**config.mk**
```make
export PLATFORM = sky130hd
export DESIGN_NAME = ptw_req_arbiter_flat
export DESIGN_NICKNAME = d
export VERILOG_FILES = /design/src/rtl/ptw_req_arbiter_if.sv /design/src/rtl/ptw_req_arbiter.sv /design/src/flat_wrapper.sv
export SDC_FILE = /design/constraint.sdc
export NUM_CORES = 1
export LEC_CHECK = 0
export ABC_CLOCK_PERIOD_IN_PS = 2200
export CORE_ASPECT_RATIO = 1.1
export CORE_MARGIN = 2
export CORE_UTILIZATION = 39
export DETAILED_ROUTE_END_ITERATION = 8
export GPL_TIMING_DRIVEN = 0
export PLACE_DENSITY = 0.88
export REMOVE_ABC_BUFFERS = 1
export SETUP_SLACK_MARGIN = 0.1
export SYNTH_ARGS = -nofsm -noshare
export SYNTH_HDL_FRONTEND = slang
export SYNTH_SLANG_ARGS = --single-unit
```
**constraint.sdc**
```tcl
create_clock -name clk_i -period 2.2 [get_ports clk_i]
set_input_delay 0.66 -clock clk_i [delete_from_list [all_inputs] [get_ports clk_i]]
set_output_delay 0.66 -clock clk_i [all_outputs]
set_load 0.1 [all_outputs]
```
**src/rtl/ptw_req_arbiter_if.sv**
```systemverilog
// ptw_req_arbiter_if: TLB-miss, PTW-request and control signals around the PTW request arbiter.
// slave = arbiter side, master = surrounding MMU (ITLB, DTLB, PTW, sfence source).
interface ptw_req_arbiter_if #(
    parameter int unsigned VLEN       = 39,
    parameter int unsigned ASID_WIDTH = 16
);
    logic                  flush_i;
    logic [ASID_WIDTH-1:0] asid_i;

    logic                  itlb_req_i;
    logic [VLEN-1:0]       itlb_vaddr_i;
    logic                  itlb_gnt_o;
    logic                  itlb_done_o;

    logic                  dtlb_req_i;
    logic [VLEN-1:0]       dtlb_vaddr_i;
    logic                  dtlb_is_store_i;
    logic                  dtlb_gnt_o;
    logic                  dtlb_done_o;

    logic                  ptw_req_o;
    logic [VLEN-1:0]       ptw_vaddr_o;
    logic [ASID_WIDTH-1:0] ptw_asid_o;
    logic                  ptw_is_store_o;
    logic                  ptw_is_instr_o;
    logic                  ptw_ack_i;
    logic                  ptw_done_i;

    logic                  busy_o;

    modport slave (
        input  flush_i, asid_i,
        input  itlb_req_i, itlb_vaddr_i,
        input  dtlb_req_i, dtlb_vaddr_i, dtlb_is_store_i,
        input  ptw_ack_i, ptw_done_i,
        output itlb_gnt_o, itlb_done_o, dtlb_gnt_o, dtlb_done_o,
        output ptw_req_o, ptw_vaddr_o, ptw_asid_o, ptw_is_store_o, ptw_is_instr_o,
        output busy_o
    );

    modport master (
        output flush_i, asid_i,
        output itlb_req_i, itlb_vaddr_i,
        output dtlb_req_i, dtlb_vaddr_i, dtlb_is_store_i,
        output ptw_ack_i, ptw_done_i,
        input  itlb_gnt_o, itlb_done_o, dtlb_gnt_o, dtlb_done_o,
        input  ptw_req_o, ptw_vaddr_o, ptw_asid_o, ptw_is_store_o, ptw_is_instr_o,
        input  busy_o
    );
endinterface

```
**src/rtl/ptw_req_arbiter.sv**
```systemverilog
// ptw_req_arbiter: shares the single sv39 page-table walker between ITLB and DTLB misses.
// One walk outstanding at a time; sfence.vma (flush_i) drops an unacknowledged request or
// drains an accepted walk without reporting its completion.
// Build option: define CVA6_PTW_ARB_RR_EN for round-robin tie breaking; otherwise DTLB wins ties.
module ptw_req_arbiter #(
    parameter int unsigned VLEN       = 39,
    parameter int unsigned ASID_WIDTH = 16
) (
    input  logic             clk_i,
    input  logic             rst_ni,
    ptw_req_arbiter_if.slave bus
);

    typedef enum logic [1:0] {
        S_IDLE  = 2'd0,
        S_REQ   = 2'd1,
        S_WALK  = 2'd2,
        S_DRAIN = 2'd3
    } state_e;

    typedef struct packed {
        logic [VLEN-1:0]       vaddr;
        logic [ASID_WIDTH-1:0] asid;
        logic                  is_store;
        logic                  is_instr;
    } req_t;

    state_e state_q;
    state_e state_d;
    req_t   req_q;

    logic any_req;
    logic grant;
    logic pick_dtlb;
    logic itlb_gnt;
    logic dtlb_gnt;
    logic itlb_done;
    logic dtlb_done;
    logic ptw_req;
    logic busy;

    assign any_req = bus.itlb_req_i | bus.dtlb_req_i;
    assign grant   = (state_q == S_IDLE) & ~bus.flush_i & any_req;

`ifdef CVA6_PTW_ARB_RR_EN
    logic prio_dtlb_q;

    // Tie winner follows the pointer; a lone requester always wins.
    always_comb begin
        pick_dtlb = bus.dtlb_req_i & (~bus.itlb_req_i | prio_dtlb_q);
    end

    // Pointer moves to the requester that did not win the last grant.
    always_ff @(posedge clk_i or negedge rst_ni) begin
        if (!rst_ni) begin
            prio_dtlb_q <= 1'b1;
        end else if (grant) begin
            prio_dtlb_q <= ~pick_dtlb;
        end
    end
`else
    // Fixed priority: DTLB wins whenever it requests.
    always_comb begin
        pick_dtlb = bus.dtlb_req_i;
    end
`endif

    // State register.
    always_ff @(posedge clk_i or negedge rst_ni) begin
        if (!rst_ni) begin
            state_q <= S_IDLE;
        end else begin
            state_q <= state_d;
        end
    end

    // Next-state logic; ack/done outside their expected states are ignored.
    always_comb begin
        state_d = state_q;
        unique case (state_q)
            S_IDLE: begin
                if (grant) state_d = S_REQ;
            end
            S_REQ: begin
                if (bus.ptw_ack_i) begin
                    state_d = bus.flush_i ? S_DRAIN : S_WALK;
                end else if (bus.flush_i) begin
                    state_d = S_IDLE;
                end
            end
            S_WALK: begin
                if (bus.ptw_done_i) begin
                    state_d = S_IDLE;
                end else if (bus.flush_i) begin
                    state_d = S_DRAIN;
                end
            end
            S_DRAIN: begin
                if (bus.ptw_done_i) state_d = S_IDLE;
            end
            default: state_d = S_IDLE;
        endcase
    end

    // Output decode: grants in IDLE, completion routed to the walk owner unless flushed.
    always_comb begin
        itlb_gnt  = 1'b0;
        dtlb_gnt  = 1'b0;
        itlb_done = 1'b0;
        dtlb_done = 1'b0;
        ptw_req   = 1'b0;
        busy      = (state_q != S_IDLE);
        unique case (state_q)
            S_IDLE: begin
                dtlb_gnt = grant & pick_dtlb;
                itlb_gnt = grant & ~pick_dtlb;
            end
            S_REQ: begin
                ptw_req = 1'b1;
            end
            S_WALK: begin
                itlb_done = bus.ptw_done_i & ~bus.flush_i & req_q.is_instr;
                dtlb_done = bus.ptw_done_i & ~bus.flush_i & ~req_q.is_instr;
            end
            default: ;
        endcase
    end

    // Request register captures the winner's payload on grant and holds it for the walk.
    always_ff @(posedge clk_i or negedge rst_ni) begin
        if (!rst_ni) begin
            req_q <= '0;
        end else if (grant) begin
            req_q.vaddr    <= pick_dtlb ? bus.dtlb_vaddr_i : bus.itlb_vaddr_i;
            req_q.asid     <= bus.asid_i;
            req_q.is_store <= pick_dtlb & bus.dtlb_is_store_i;
            req_q.is_instr <= ~pick_dtlb;
        end
    end

    assign bus.itlb_gnt_o     = itlb_gnt;
    assign bus.dtlb_gnt_o     = dtlb_gnt;
    assign bus.itlb_done_o    = itlb_done;
    assign bus.dtlb_done_o    = dtlb_done;
    assign bus.ptw_req_o      = ptw_req;
    assign bus.busy_o         = busy;
    assign bus.ptw_vaddr_o    = req_q.vaddr;
    assign bus.ptw_asid_o     = req_q.asid;
    assign bus.ptw_is_store_o = req_q.is_store;
    assign bus.ptw_is_instr_o = req_q.is_instr;

endmodule

```
**src/flat_wrapper.sv**
```systemverilog
// flat-port wrapper written by rule: the top's interface ports become plain ports
module ptw_req_arbiter_flat 
#(
    parameter int unsigned VLEN       = 39,
    parameter int unsigned ASID_WIDTH = 16
)
  (clk_i, rst_ni, bus_flush_i, bus_asid_i, bus_itlb_req_i, bus_itlb_vaddr_i, bus_dtlb_req_i, bus_dtlb_vaddr_i, bus_dtlb_is_store_i, bus_ptw_ack_i, bus_ptw_done_i, bus_itlb_gnt_o, bus_itlb_done_o, bus_dtlb_gnt_o, bus_dtlb_done_o, bus_ptw_req_o, bus_ptw_vaddr_o, bus_ptw_asid_o, bus_ptw_is_store_o, bus_ptw_is_instr_o, bus_busy_o);
  ptw_req_arbiter_if #(.VLEN(VLEN), .ASID_WIDTH(ASID_WIDTH)) bus_i ();
  input  logic clk_i;
  input  logic rst_ni;
  input wire logic [$bits(bus_i.flush_i)-1:0] bus_flush_i;
  input wire logic [$bits(bus_i.asid_i)-1:0] bus_asid_i;
  input wire logic [$bits(bus_i.itlb_req_i)-1:0] bus_itlb_req_i;
  input wire logic [$bits(bus_i.itlb_vaddr_i)-1:0] bus_itlb_vaddr_i;
  input wire logic [$bits(bus_i.dtlb_req_i)-1:0] bus_dtlb_req_i;
  input wire logic [$bits(bus_i.dtlb_vaddr_i)-1:0] bus_dtlb_vaddr_i;
  input wire logic [$bits(bus_i.dtlb_is_store_i)-1:0] bus_dtlb_is_store_i;
  input wire logic [$bits(bus_i.ptw_ack_i)-1:0] bus_ptw_ack_i;
  input wire logic [$bits(bus_i.ptw_done_i)-1:0] bus_ptw_done_i;
  output wire logic [$bits(bus_i.itlb_gnt_o)-1:0] bus_itlb_gnt_o;
  output wire logic [$bits(bus_i.itlb_done_o)-1:0] bus_itlb_done_o;
  output wire logic [$bits(bus_i.dtlb_gnt_o)-1:0] bus_dtlb_gnt_o;
  output wire logic [$bits(bus_i.dtlb_done_o)-1:0] bus_dtlb_done_o;
  output wire logic [$bits(bus_i.ptw_req_o)-1:0] bus_ptw_req_o;
  output wire logic [$bits(bus_i.ptw_vaddr_o)-1:0] bus_ptw_vaddr_o;
  output wire logic [$bits(bus_i.ptw_asid_o)-1:0] bus_ptw_asid_o;
  output wire logic [$bits(bus_i.ptw_is_store_o)-1:0] bus_ptw_is_store_o;
  output wire logic [$bits(bus_i.ptw_is_instr_o)-1:0] bus_ptw_is_instr_o;
  output wire logic [$bits(bus_i.busy_o)-1:0] bus_busy_o;
  assign bus_i.flush_i = bus_flush_i;
  assign bus_i.asid_i = bus_asid_i;
  assign bus_i.itlb_req_i = bus_itlb_req_i;
  assign bus_i.itlb_vaddr_i = bus_itlb_vaddr_i;
  assign bus_i.dtlb_req_i = bus_dtlb_req_i;
  assign bus_i.dtlb_vaddr_i = bus_dtlb_vaddr_i;
  assign bus_i.dtlb_is_store_i = bus_dtlb_is_store_i;
  assign bus_i.ptw_ack_i = bus_ptw_ack_i;
  assign bus_i.ptw_done_i = bus_ptw_done_i;
  assign bus_itlb_gnt_o = bus_i.itlb_gnt_o;
  assign bus_itlb_done_o = bus_i.itlb_done_o;
  assign bus_dtlb_gnt_o = bus_i.dtlb_gnt_o;
  assign bus_dtlb_done_o = bus_i.dtlb_done_o;
  assign bus_ptw_req_o = bus_i.ptw_req_o;
  assign bus_ptw_vaddr_o = bus_i.ptw_vaddr_o;
  assign bus_ptw_asid_o = bus_i.ptw_asid_o;
  assign bus_ptw_is_store_o = bus_i.ptw_is_store_o;
  assign bus_ptw_is_instr_o = bus_i.ptw_is_instr_o;
  assign bus_busy_o = bus_i.busy_o;
  ptw_req_arbiter #(.VLEN(VLEN), .ASID_WIDTH(ASID_WIDTH)) u_core (.clk_i(clk_i), .rst_ni(rst_ni), .bus(bus_i));
endmodule
```
Figure 1. Selected gate families.
Bar = 20 um.
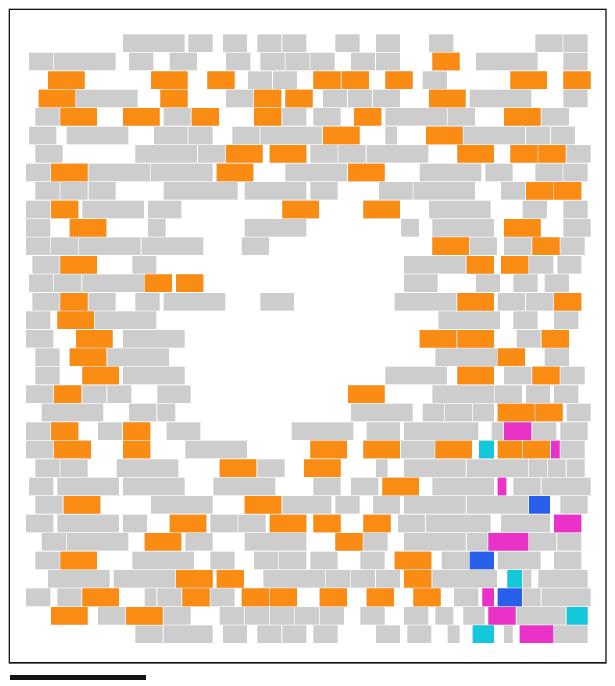
Orange marks mux cells, cells 95, where all over the die. Magenta marks nor cells, cells 8, where lower right. Cyan marks and/or cells, cells 4, where lower right. Blue marks non-inverting ao/oa cells, cells 3.
Post-Layout Cell Count: 468
fraction of area in multi-input gates: 28.0%
most common library cell in the layout ignoring fill and taps: sky130_fd_sc_hd__clkdlybuf4s50_1

Figure 2. Close-up of the layout.
Bar = 10 um. Region (46, 4) to (86, 44) um. Cells in gray, sequential cells in the stronger gray; small squares are vias.
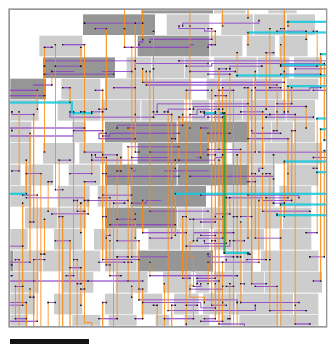
Cyan marks M3. Orange marks M2. Green marks M4. Purple marks M1.
105 logic cells have their middle in the window. Sequential cells in the window: 12. Most frequent: clkdlybuf4s50_1 (20), clkdlybuf4s15_2 (12). Netlist names of flops here include `u_core.bus.ptw_vaddr_o` (8), `u_core.state_q` (2).

Figure 3. Routing congestion.
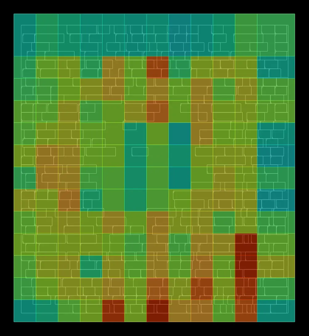
Core Util, Final: 68.4%
busiest layer in global routing: met2
met1 demand-to-capacity share in global routing: 19.4%

Figure 4. Met3 routing.
Bar = 20 um.
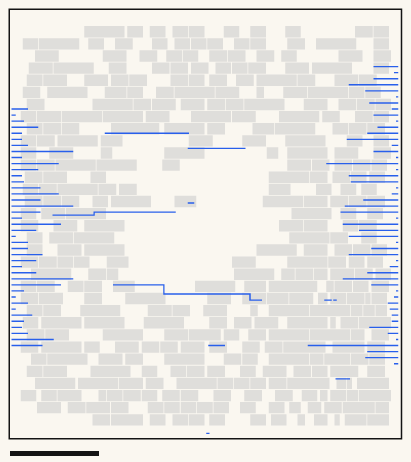
The wires run mostly horizontal. The layer carries 576 um of wire. 94 nets have wire on it.

Figure 5. The metal 1 layer.
Bar = 20 um. Supply wires on this layer in gray.
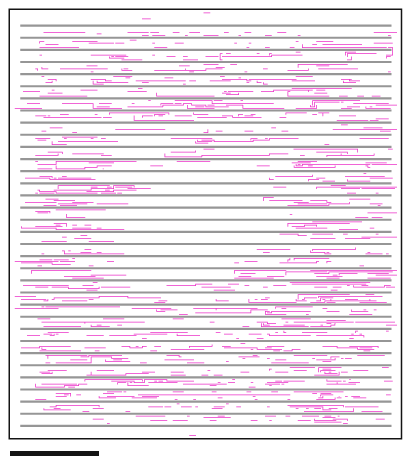
The longest straight run is 34.0 um. 390 nets have wire on it. The layer carries 2,930 um of wire. The layer holds 39% of the routed length. The wires run mostly horizontal.

==> summary.txt <==
Summary of implementation figures.

Finish
Summing all flip-flop and latch instances after layout gives 1480 um^2. Counting the clock-network buffers in the layout gives 9. Per the layout area report, the combinational gate area comes to around 1400 um^2. The final-layout clock-cell area share is under 10%. 0 antenna diodes ended up in the layout. The library cells used most frequently in the layout, excluding fill and tap cells, are 96 x sky130_fd_sc_hd__clkdlybuf4s50_1, 57 x sky130_fd_sc_hd__clkdlybuf4s15_2, 57 x sky130_fd_sc_hd__dfrtp_1, 50 x sky130_fd_sc_hd__mux2_4, 44 x sky130_fd_sc_hd__mux2_2. The register with the most flip-flops in the layout has 39 of them. After filler insertion, the fill cell instance count of the layout stands at 526. The share of final layout cell area taken by non-clock buffers is 36.1%. According to the cell report, the number of logic gates is 114. The count of buffers not belonging to the clock network in the layout is 172. The fraction of layout cells with a size suffix above 1 is a little over half. The register share of the cell area is 28.9%. The layout has 2 inverters outside the clock class.

The final design area excluding fillers is roughly 5100 um^2. Compared with the post-synthesis result, the final layout area differs by 70.3%.

Setup path
The critical register-to-register path endpoint is u_core.bus.ptw_vaddr_o[26]. The required time at the worst-slack endpoint is 1.54 ns. OpenSTA lists the critical path startpoint as bus_flush_i. The number of buffers and inverters on the critical path is 2. STA classifies the critical path startpoint as an input pin. STA lists the maximum fanout along the critical path as 4. The type of the worst setup path is in -> out. Data arrives at the worst endpoint at roughly 1.5 ns. Per the OpenROAD timing report, the critical path contains 5 cells. The beginning of the worst register-to-register path is u_core.state_q[0]. The type of element capturing the critical path is a primary output. The flop-to-flop setup slack is 0.21 ns.

On the critical path, the stage with the largest delay is an instance of sky130_fd_sc_hd__nor3_4. In this run the worst setup path terminates at bus_itlb_gnt_o. The cell class contributing the biggest share of worst-path delay is buffers and inverters. The worst-case reg-to-reg path depth is 5.

Synthesis
The cell-mix breakdown from Yosys lists the adder-cell area share as 0%. In the post-synthesis netlist, the biggest area contributors are sky130_fd_sc_hd__dfrtp_1 49%, sky130_fd_sc_hd__mux2_4 25%, sky130_fd_sc_hd__mux2_2 17%. The top cell type by area accounts for 49.2% of the synthesized area. Summing the areas of all xor and xnor instances in the mapped netlist gives 0.292% of the synthesized area.

In this run the cell area of the synthesized design comes to 3000 um^2. During synthesis, Yosys emitted a total of 0 warnings. Among all flip-flop cells after synthesis, the most frequent one is sky130_fd_sc_hd__dfrtp_1. The dominant combinational cell family by area after synthesis is multiplexers.

Sorting the synthesis cell report by count puts at the top sky130_fd_sc_hd__dfrtp_1. The count of cell types in the netlist is 24. The synthesized design spends more area on one cell type than any other, namely sky130_fd_sc_hd__dfrtp_1. The flip-flop and latch count after synthesis is around 60. For this run, the register share of the synthesized area comes to 49.2%. Ranked by instance count, the synthesized netlist is headed by 59 x sky130_fd_sc_hd__dfrtp_1, 50 x sky130_fd_sc_hd__mux2_4, 44 x sky130_fd_sc_hd__mux2_2, 5 x sky130_fd_sc_hd__buf_12, 5 x sky130_fd_sc_hd__nor2_1. Counting flops with a built-in enable in the synthesized netlist gives 0. The mux cell area share after synthesis is 41.9%.

The area reported by Yosys stat is 3000 um^2. The instance tally after logic synthesis is 186.

Global routing
The first-pass GRT wire length is 10,800 um. The maximum number of pins on one net before global-route repair is 45. Summed over all routing layers, the global router reports a total usage of between 10% and 20%. Summed over all layers, the global routing overflow is 0.

Die
The number of tap instances is 105. In this run the full chip footprint comes out at 8410 um^2. The die boundary width is 87.6 um. The I/O pin count is 165. Per the OpenROAD floorplan log, the height of the die is 96.0 um.

Final timing
The setup TNS after final layout is 0 ns. The final-report setup violation count is 0. The pin closest to its max-slew limit shows a slew of 0.698 ns.

The max-slew check reports its worst relative slack as 53.4%. Counting I/O delays and the setup requirement, the final critical path takes 2.19 ns. The clock skew after layout is ~0.0068 ns. After layout, the worst path uses 99.4% of the clock period. Setup repair after global routing could not meet its margin everywhere. The least setup slack across all paths after layout is around 0.012 ns. For reference, the final report shows the hold violation count at 0. The worst hold-check slack is 0.368 ns.

Flow run
The max-cap check violation count is 0. Across all stage logs, warnings added up to 27.

Clock tree
TritonCTS built the clock tree. The number of setup buffers added after CTS is 2. The source-to-sink clock delay at the later pin of the worst-skew pair is approximately 0.33 ns. The tree is rooted in a sky130_fd_sc_hd__clkbuf_8. In this run, post-CTS repair resized a total of 237 instances. The maximum clock path buffer count is 2. According to the CTS report, the clock sink count is 59. The number of buffers added by the clock tree synthesis step is 9. The number of hold buffers added after cts is 0.

The clock input transition at the sequential cells of the worst setup and hold paths is 0.08 ns.

Run status
The flow ran to the end, and the final reports show no timing, DRC or antenna violations.

Place
The number of placed instances, taps included, is 447. The minimum setup slack after placement is -1.54 ns. Summing all placed instances gives a cell area of 4690 um^2.

Detailed routing
After the first detailed-routing iteration, the DRC count stood at 40. The count of nets left with antenna violations once routing finished came out at 0. The average detailed-routed wire length per instance is roughly 16 um. Across all layers, the routed design uses 2,139 vias. Before antenna repair, the detailed router went through 4 iterations.

Hold path
Checking hold timing, the worst path is listed with class in -> async.
[metal layers]
layer | part of all wire [%] | track usage (%) | vias up | wire [um]
met2 | 52 | 29.5 | 102 | 3860
met4 | 1.4 | 5.77 | 0 | 101
met3 | 7.7 | 5.92 | 10 | 576
met5 | 0 | 0 | - | 0
met1 | 39 | 19.4 | 1023 | 2930
li1 | - | - | 1004 | -
